==> config.mk <==
export PLATFORM = sky130hd
export DESIGN_NAME = serial_adder_flat
export DESIGN_NICKNAME = d
export VERILOG_FILES = /design/src/rtl/serial_adder_if.sv /design/src/rtl/serial_adder.sv /design/src/flat_wrapper.sv
export SDC_FILE = /design/constraint.sdc
export NUM_CORES = 1
export LEC_CHECK = 0
export ABC_CLOCK_PERIOD_IN_PS = 1620
export CAP_MARGIN = 20
export CORE_ASPECT_RATIO = 1.4
export CORE_MARGIN = 2
export CORE_UTILIZATION = 49
export CTS_CLUSTER_DIAMETER = 100
export DETAILED_ROUTE_END_ITERATION = 7
export GPL_TIMING_DRIVEN = 0
export PLACE_DENSITY = 0.77
export SETUP_SLACK_MARGIN = 0.2
export SYNTH_ARGS = -nofsm -noshare
export SYNTH_HDL_FRONTEND = slang
export SYNTH_HIERARCHICAL = 1
export SYNTH_SLANG_ARGS = --single-unit
==> constraint.sdc <==
create_clock -name i_clock -period 1.62 [get_ports i_clock]
set_clock_uncertainty 0.05 [all_clocks]
set_input_delay 0.324 -clock i_clock [delete_from_list [all_inputs] [get_ports i_clock]]
set_output_delay 0.324 -clock i_clock [all_outputs]
set_load 0.01 [all_outputs]
==> src/rtl/serial_adder_if.sv <==
// serial_adder_if: start/operand/result bundle for the bit-serial adder.
// The i_subtract wire exists only when SERIAL_ADDER_SUBTRACT_EN is defined.
interface serial_adder_if #(
  parameter int WIDTH = 8
);
  logic             i_start;
  logic [WIDTH-1:0] i_augend;
  logic [WIDTH-1:0] i_addend;
`ifdef SERIAL_ADDER_SUBTRACT_EN
  logic             i_subtract;
`endif
  logic             o_ready;
  logic             o_busy;
  logic             o_done;
  logic [WIDTH-1:0] o_sum;
  logic             o_carry;

  modport master (
`ifdef SERIAL_ADDER_SUBTRACT_EN
    output i_subtract,
`endif
    output i_start, i_augend, i_addend,
    input  o_ready, o_busy, o_done, o_sum, o_carry
  );

  modport slave (
`ifdef SERIAL_ADDER_SUBTRACT_EN
    input  i_subtract,
`endif
    input  i_start, i_augend, i_addend,
    output o_ready, o_busy, o_done, o_sum, o_carry
  );
endinterface

==> src/rtl/serial_adder.sv <==
// serial_adder: bit-serial WIDTH-bit adder, LSB first, one bit per clock
// through a 1-bit full-adder cell with a registered carry.
// Optional feature macro: SERIAL_ADDER_SUBTRACT_EN (adds i_subtract; the
// addend is inverted and the carry seeded with 1 to form a - b).

// Single-bit full-adder cell.
module serial_adder_cell (
  input  logic i_a,
  input  logic i_b,
  input  logic i_c,
  output logic o_s,
  output logic o_c
);
  assign o_s = i_a ^ i_b ^ i_c;
  assign o_c = (i_a & i_b) | (i_c & (i_a ^ i_b));
endmodule

module serial_adder #(
  parameter int WIDTH = 8
) (
  input  logic           i_clock,
  input  logic           i_reset_n,
  serial_adder_if.slave  bus
);
  localparam int CW = (WIDTH > 1) ? $clog2(WIDTH) : 1;

  typedef enum logic [1:0] {S_IDLE, S_RUN, S_DONE} state_t;

  state_t           r_state, w_state_nxt;
  logic [WIDTH-1:0] r_a, r_b, r_acc, r_sum;
  logic             r_carry, r_cout;
  logic [CW-1:0]    r_cnt;

  logic             w_ready, w_accept, w_last;
  logic             w_s, w_c, w_cin_ld;
  logic [WIDTH-1:0] w_b_ld, w_acc_nxt;

  assign w_ready  = (r_state != S_RUN);
  assign w_accept = w_ready & bus.i_start;
  assign w_last   = (r_cnt == CW'(WIDTH - 1));

`ifdef SERIAL_ADDER_SUBTRACT_EN
  // Two's-complement subtract: a + ~b + 1, the +1 entering as initial carry.
  assign w_b_ld   = bus.i_subtract ? ~bus.i_addend : bus.i_addend;
  assign w_cin_ld = bus.i_subtract;
`else
  assign w_b_ld   = bus.i_addend;
  assign w_cin_ld = 1'b0;
`endif

  serial_adder_cell u_cell (
    .i_a (r_a[0]),
    .i_b (r_b[0]),
    .i_c (r_carry),
    .o_s (w_s),
    .o_c (w_c)
  );

  // Sum bits enter at the MSB so after WIDTH shifts bit 0 sits at the LSB.
  generate
    if (WIDTH == 1) begin : g_acc1
      assign w_acc_nxt = w_s;
    end else begin : g_accn
      assign w_acc_nxt = {w_s, r_acc[WIDTH-1:1]};
    end
  endgenerate

  // State register.
  always_ff @(posedge i_clock) begin
    if (!i_reset_n) r_state <= S_IDLE;
    else            r_state <= w_state_nxt;
  end

  // Next state: RUN for WIDTH edges, one DONE cycle, starts taken in IDLE/DONE.
  always_comb begin
    w_state_nxt = r_state;
    case (r_state)
      S_IDLE:  if (bus.i_start) w_state_nxt = S_RUN;
      S_RUN:   if (w_last)      w_state_nxt = S_DONE;
      S_DONE:  w_state_nxt = bus.i_start ? S_RUN : S_IDLE;
      default: w_state_nxt = S_IDLE;
    endcase
  end

  // Datapath: load on accept, shift one bit per RUN edge, publish on the last.
  always_ff @(posedge i_clock) begin
    if (!i_reset_n) begin
      r_a     <= '0;
      r_b     <= '0;
      r_acc   <= '0;
      r_carry <= 1'b0;
      r_cnt   <= '0;
      r_sum   <= '0;
      r_cout  <= 1'b0;
    end else if (w_accept) begin
      r_a     <= bus.i_augend;
      r_b     <= w_b_ld;
      r_carry <= w_cin_ld;
      r_cnt   <= '0;
    end else if (r_state == S_RUN) begin
      r_a     <= r_a >> 1;
      r_b     <= r_b >> 1;
      r_acc   <= w_acc_nxt;
      r_carry <= w_c;
      r_cnt   <= r_cnt + 1'b1;
      if (w_last) begin
        r_sum  <= w_acc_nxt;
        r_cout <= w_c;
      end
    end
  end

  assign bus.o_ready = w_ready;
  assign bus.o_busy  = (r_state == S_RUN);
  assign bus.o_done  = (r_state == S_DONE);
  assign bus.o_sum   = r_sum;
  assign bus.o_carry = r_cout;
endmodule

==> src/flat_wrapper.sv <==
// flat-port wrapper written by rule: the top's interface ports become plain ports
module serial_adder_flat 
#(
  parameter int WIDTH = 8
)
  (i_clock, i_reset_n, bus_i_start, bus_i_augend, bus_i_addend, bus_o_ready, bus_o_busy, bus_o_done, bus_o_sum, bus_o_carry);
  serial_adder_if #(.WIDTH(WIDTH)) bus_i ();
  input  logic i_clock;
  input  logic i_reset_n;
  input wire logic [$bits(bus_i.i_start)-1:0] bus_i_start;
  input wire logic [$bits(bus_i.i_augend)-1:0] bus_i_augend;
  input wire logic [$bits(bus_i.i_addend)-1:0] bus_i_addend;
  output wire logic [$bits(bus_i.o_ready)-1:0] bus_o_ready;
  output wire logic [$bits(bus_i.o_busy)-1:0] bus_o_busy;
  output wire logic [$bits(bus_i.o_done)-1:0] bus_o_done;
  output wire logic [$bits(bus_i.o_sum)-1:0] bus_o_sum;
  output wire logic [$bits(bus_i.o_carry)-1:0] bus_o_carry;
  assign bus_i.i_start = bus_i_start;
  assign bus_i.i_augend = bus_i_augend;
  assign bus_i.i_addend = bus_i_addend;
  assign bus_o_ready = bus_i.o_ready;
  assign bus_o_busy = bus_i.o_busy;
  assign bus_o_done = bus_i.o_done;
  assign bus_o_sum = bus_i.o_sum;
  assign bus_o_carry = bus_i.o_carry;
  serial_adder #(.WIDTH(WIDTH)) u_core (.i_clock(i_clock), .i_reset_n(i_reset_n), .bus(bus_i));
endmodule
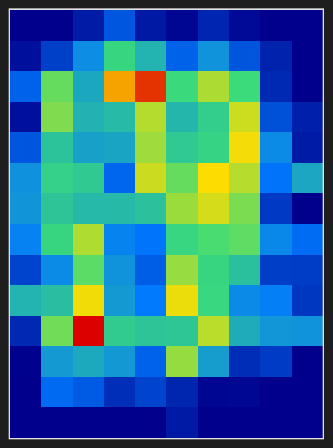
run_1/route_heat.png
The die is cut into 10 by 14 equal tiles; dark blue is low, red is high, scaled to the fullest tile. Values are wire area over tile area, all layers added.
tiles over half the peak	19%
emptiest ninth of the die	bottom right
mean over tiles	0.15
fullest tile	0.47
total number of vias: 1393
aggregate global-route resource usage: 19.7%

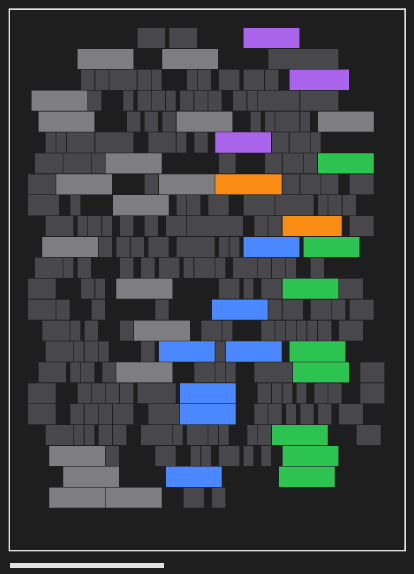
run_1/ff_map.png
Bar = 20 µm. Other sequential cells in the stronger gray, the rest of the logic in the fainter gray.
netlist name	color	sequential cells
`u_core/bus.o_sum`	green	8
`u_core/r_cnt`	purple	3
`u_core/r_state`	orange	2
`u_core/r_acc`	blue	7
not colored	18
fraction of standard cell area that is sequential: 38.2%
sequential cell area: 767 µm²

==> notes.md, run 1 <==
Implementation status.

- The run finished with clean final reports.
- The length of routed met3 wiring is 156 µm.
- The family with the most delay on the worst path is buffers and inverters.
- The Yosys step of the flow raised 6 warnings.
- The first-pass iteration count of the detailed router is 4.
- Before any placement, the netlist area is recorded as 1540 µm².
- The final layout contains 248 nets.
- Max-slew check failures listed in the final report amount to 0.
- The detailed router reports a met2 wire length of 1790 µm.
- Summing the sequential cell areas from Yosys gives 49.5% of the chip area.
- The final standard cell count with taps included and fillers excluded is 265.
- The number of antenna diodes is 0.
- The met2 track demand over resource is 36.2%.
- The post-CTS setup buffer count is 5.
- The post-place instance area is 1870 µm².
- The and-or/or-and share of the synthesized area is 19.4%.
- The cell type that accounts for the most area after synthesis is sky130_fd_sc_hd__dfxtp_1.
- The stat command in Yosys gives a chip area of 1540 µm².
- The initial core utilization is 50.2%.
- The adder-cell share of the synthesized area is 2.93%.
- The final hold violation count is 0.
- The fraction of registers with async set or reset after synthesis is 0%.
- By instance count after routing, the leading logic cell types are sky130_fd_sc_hd__nand2_1 (41), sky130_fd_sc_hd__dfxtp_1 (35), sky130_fd_sc_hd__a21oi_1 (28), sky130_fd_sc_hd__nand3_1 (21), sky130_fd_sc_hd__clkdlybuf4s50_1 (16).
- Per the CTS log, the root buffer master is sky130_fd_sc_hd__clkbuf_8.
- sky130_fd_sc_hd__nand2_1 is the most common cell in the netlist.
- The die covers 3610 µm².
- Measured along the x axis, the die boundary spans 51.3 µm.
- The average instance in the mapped netlist occupies 8.31 µm².
- Tracing the worst setup path back leads to its startpoint at u_core/r_state[1].
- The count of nets left with antenna violations once routing finished came out at 0.
- Yosys reported a register bit count of 38.
- The worst hold path passes through 2 cells.
- The final total negative setup slack is 0 ns.
- The number of global-route vias before repair was 1294.
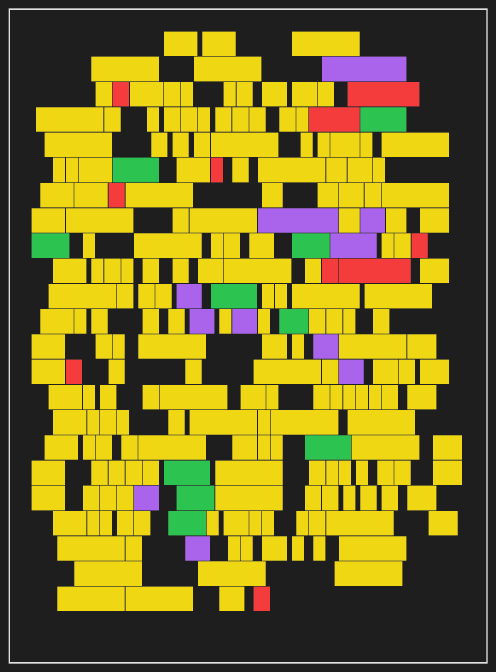
run_1/sizing.png
size	color	cells	share
x6 and larger	green	10	4.4%
x1 and smaller	yellow	195	86%
x2	red	10	4.4%
x3 and x4	purple	11	4.9%
post-route cell area: 2010 µm²
slack of the critical path: 0.128 ns

==> run 1: power by group <==
group | internal [µW] | leakage, µW | switching, µW
logic | 118 | 0.000506 | 119
registers | 977 | 0.000312 | 27.1
clock network | 296 | 0.0000383 | 291
==> run 1: sequential cells by signal, summed over array words and instances, names as in the netlist <==
name and flops:
u_core/r_state 2, u_core/r_acc 7, u_core/r_carry 1, u_core/r_b 8, u_core/bus.o_carry 1, u_core/r_cnt 3, u_core/bus.o_sum 8, u_core/r_a 8
==> run 1: area by class of cell <==
class | instances | share of cell area [%]
Buffer | 14 | 4.55
Clock buffer | 7 | 3.81
Inverter | 2 | 0.624
Multi-Input combinational cell | 132 | 35.5
Sequential cell | 38 | 38.2
Tap cell | 39 | 2.43
Timing Repair Buffer | 33 | 14.8
run_1/placed.png
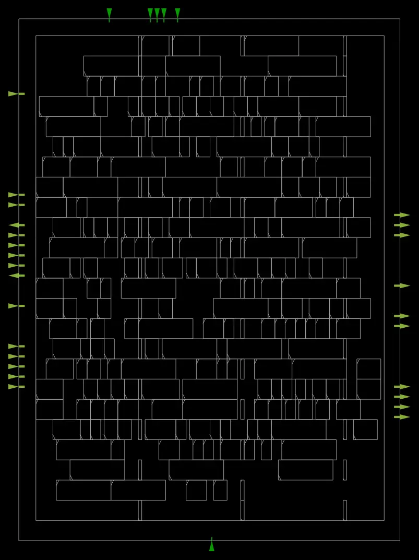

==> run 1 -> run 2 <==
--- a/config.mk
+++ b/config.mk
@@ -7,7 +7,7 @@
 export LEC_CHECK = 0
 export ABC_CLOCK_PERIOD_IN_PS = 1620
 export CAP_MARGIN = 20
-export CORE_ASPECT_RATIO = 1.4
+export CORE_ASPECT_RATIO = 0.5
 export CORE_MARGIN = 2
 export CORE_UTILIZATION = 49
 export CTS_CLUSTER_DIAMETER = 100
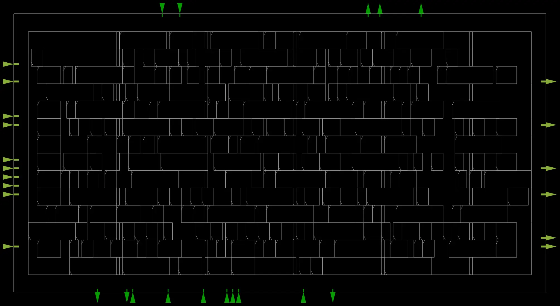
run_2/placed.png
Well-Tap Cells: 40
count of filler cells inserted in the layout: 275
number of standard cells in the final layout excluding fillers: 265
utilization after layout: 66.8%
Std-Cell Rows: 14

==> notes.md, run 2 <==
Implementation status.

- The cell type that accounts for the most area after synthesis is sky130_fd_sc_hd__dfxtp_1.
- Pins over their slew limit in the final report were tallied at 0.
- The number of cells on the worst hold path is listed as 2.
- In the final layout, clock buffers and inverters account for 4.13% of the cell area.
- The fraction of registers with async set or reset after synthesis is 0%.
- After layout the signal buffers, clock cells excluded, come to 20.0% of cell area.
- The relative contribution of sequential cells to total power is 53.8%.
- The die outline area is 3630 µm².
- The length of routed met3 wiring is 164 µm.
- The switching component of the power was reported as 437 µW.
- In the layout the commonest cells are sky130_fd_sc_hd__nand2_1 (41), sky130_fd_sc_hd__dfxtp_1 (36), sky130_fd_sc_hd__a21oi_1 (28), sky130_fd_sc_hd__nand3_1 (21), sky130_fd_sc_hd__clkdlybuf4s50_1 (16).
- The final layout contains a sequential cell count of 38.
- For this run, the script counts the antenna cells in the layout as 0.
- The number of global-route vias before repair was 1240.
- Global routing consumed, on the met2 layer, 31.1% of the routing resources.
- Grouping stages by cell kind, the critical path spends the most delay in buffers and inverters.
- The power of the combinational group is 238 µW.
- The final non-filler cell area is 2000 µm².
- The synthesized netlist has a Yosys-reported chip area of 1540 µm².
- The total sequential power is 1000 µW.
- According to the finish report, the design has a final net count of 248.
- After synthesis the netlist holds a flip-flop and latch count of 38.
- 131 cells are multi-input combinational gates.
- Looking at the power breakdown, combinational cells take 12.8% of the total.
- The cell class with the largest area share is sequential cells.
- The number of clock buffers in the layout is 6.
- The logic share of the area is 34.6%.
- The first-pass iteration count of the detailed router is 4.
- The run finished with clean final reports.
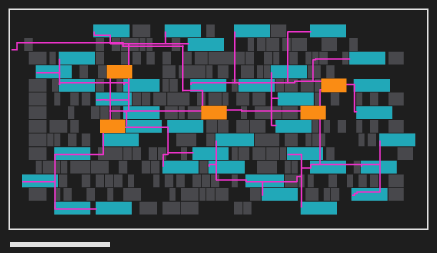
run_2/clock_wires.png
Bar = 20 µm.
[clock wires] magenta | length: 430 µm
[flip-flops] cyan | count: 38
[clock-net drivers] orange | count: 5
routed clock nets	6
flops lie	widely spread
source-to-sink clock delay at the later pin of the worst-skew pair: 0.28 ns
power dissipated in the clock network: 622 µW
share of total power in the clock network: 33.4%

run 2: worst max path at each step:
stage	slack, ns	end	start	cells past startpoint
2_1_floorplan	0.33	u_core/r_state[1]	u_core/r_cnt[0]	5
3_3_place_gp	-0.11	bus_o_busy	u_core/r_state[1]	4
3_5_place_dp	-0.13	bus_o_busy	u_core/r_state[1]	4
4_1_cts	0.10	bus_o_busy	u_core/r_state[1]	4
5_1_grt	0.08	bus_o_ready	u_core/r_state[1]	4
6_report	0.13	bus_o_ready	u_core/r_state[1]	4
run 2: kinds of logic after synthesis:
family / count (synthesis) / synth area share [%]
simple gates: 72 / 20.8
compound gates: 54 / 19.4
flops: 38 / 49.5
buf+inv: 16 / 6.02
fa+ha+maj: 3 / 2.93
mux: 2 / 1.30
run_2/sizing.png
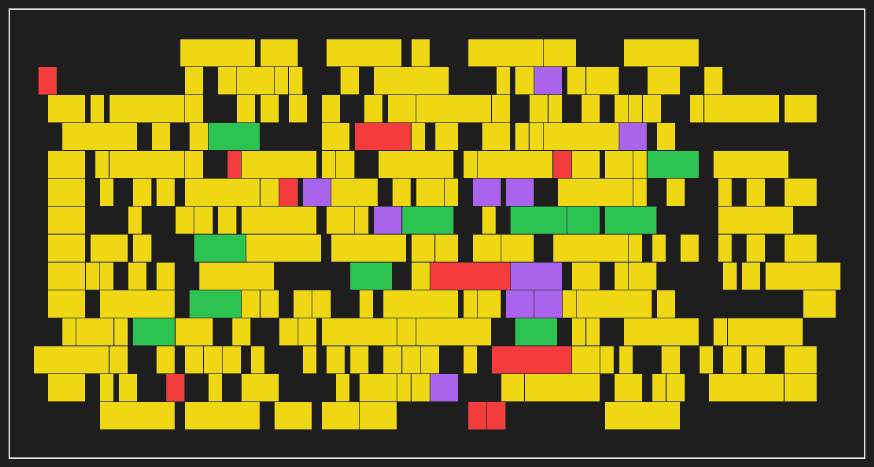

==> run 2 -> run 3 <==
--- a/config.mk
+++ b/config.mk
@@ -5,7 +5,7 @@
 export SDC_FILE = /design/constraint.sdc
 export NUM_CORES = 1
 export LEC_CHECK = 0
-export ABC_CLOCK_PERIOD_IN_PS = 1620
+export ABC_CLOCK_PERIOD_IN_PS = 1700
 export CAP_MARGIN = 20
 export CORE_ASPECT_RATIO = 0.5
 export CORE_MARGIN = 2
==> constraint.sdc (replaced) <==
create_clock -name i_clock -period 1.7 [get_ports i_clock]
set_clock_uncertainty 0.05 [all_clocks]
set_input_delay 0.34 -clock i_clock [delete_from_list [all_inputs] [get_ports i_clock]]
set_output_delay 0.34 -clock i_clock [all_outputs]
set_load 0.01 [all_outputs]
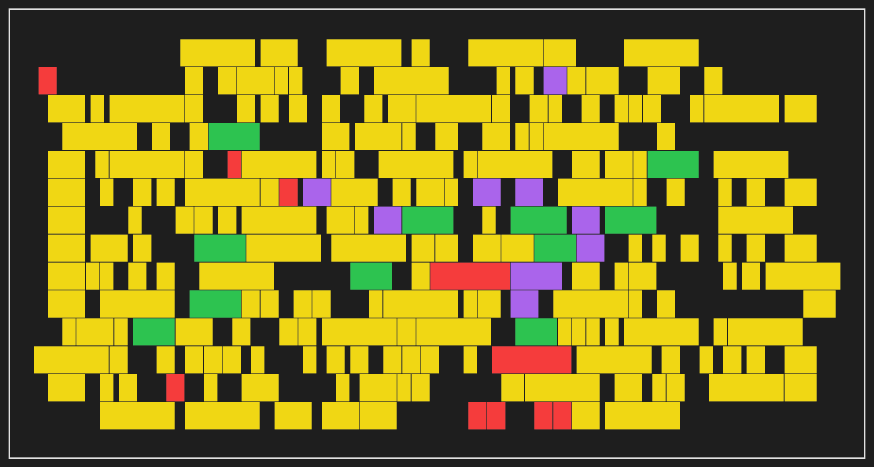
run_3/sizing.png
size	color	cells	share
x2	red	10	4.4%
x3 and x4	purple	9	4.0%
x1 and smaller	yellow	195	87%
x6 and larger	green	11	4.9%
slack of the critical path: 0.113 ns
Repair and plain buffers: 48
relative area change from synthesis to final layout: 29.9%
post-route cell area: 2000 µm²

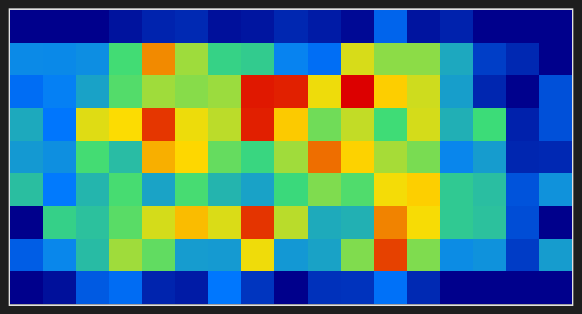
run_3/route_heat.png
The die is cut into 17 by 9 equal tiles; dark blue is low, red is high, scaled to the fullest tile. Values are wire area over tile area, all layers added.
mean over tiles	0.14
tiles over half the peak	37%
fullest tile	0.36
aggregate global-route resource usage: 19.2%
routed wire length: 3250 µm
total number of vias: 1376
DR WL/cell: 12.3 µm

==> notes.md, run 3 <==
Implementation status.

- The flow ran to the end, and the final reports show no timing, DRC or antenna violations.
- The final layout report lists a filler cell count of 278.
- The top cell types in the final layout, fill and taps aside, are sky130_fd_sc_hd__nand2_1 (41), sky130_fd_sc_hd__dfxtp_1 (36), sky130_fd_sc_hd__a21oi_1 (28), sky130_fd_sc_hd__nand3_1 (21), sky130_fd_sc_hd__clkdlybuf4s50_1 (16).
- The warning tally printed by Yosys for this design is 6.
- The net switching fraction of the power is 23.7%.
- The power of the combinational group is 228 µW.
- Per the repair_timing log after CTS, setup buffers inserted total 4.
- The clock power share is 33.6%.
- The launch point of the critical path was reported as u_core/r_state[1].
- Looking at the group totals, the largest power group turns out to be registers.
- The final standard cell count with taps included and fillers excluded is 265.
- The number of synthesized register bits is 38.
- The xor-xnor portion of the synthesized cell area is 0%.
- Summing all flip-flop and latch instances after layout gives 763 µm².
- Detailed routing placed a total of 167 µm of wire on met3.
- Power attributed to the clock group is 597 µW.
- The initial core utilization is 51.3%.
- In the synthesized netlist, the dominant kind of combinational cell is simple AND/OR/NAND/NOR gates.
- The chip area estimate from yosys synthesis is 1540 µm².
- The adder-cell share of the synthesized area is 2.93%.
- As reported, the later end of the worst-skew pair has a clock insertion delay of 0.28 ns.
- In this design, the largest share of critical-path delay is due to buffers and inverters.
- Detailed placement reports a standard cell area of 1870 µm².
- The net switching component of the power is 422 µW.
- The and-or/or-and share of the synthesized area is 19.4%.
- The relative contribution of sequential cells to total power is 53.6%.
- Routing resource usage on met2 recorded by global route was 32.9%.
==> run 3: final cells by class <==
class                           count  share of cell area (%)
Sequential cell                    38                    38.2
Multi-Input combinational cell    131                    34.5
Timing Repair Buffer               34                    15.5
Buffer                             14                    4.64
Clock buffer                        6                    4.14
Tap cell                           40                    2.51
Inverter                            2                   0.501
==> run 3: worst register-to-register path, delay by kind of cell, from the launching register on <==
| family | cells | cell delay, ns |
|---|---|---|
| flip-flops | 1 | 0.33 |
| AND/OR/NAND/NOR | 2 | 0.35 |
| adder cells (fa/ha/maj) | 2 | 0.42 |
| buffers and inverters | 1 | 0.17 |
==> run 3: kinds of logic after synthesis <==
family	after synthesis
multiplexers	2
buffers and inverters	16
adder cells (fa/ha/maj)	3
flip-flops	38
AND/OR/NAND/NOR	72
AND-OR/OR-AND	54
Power and IR drop assume default switching activity.
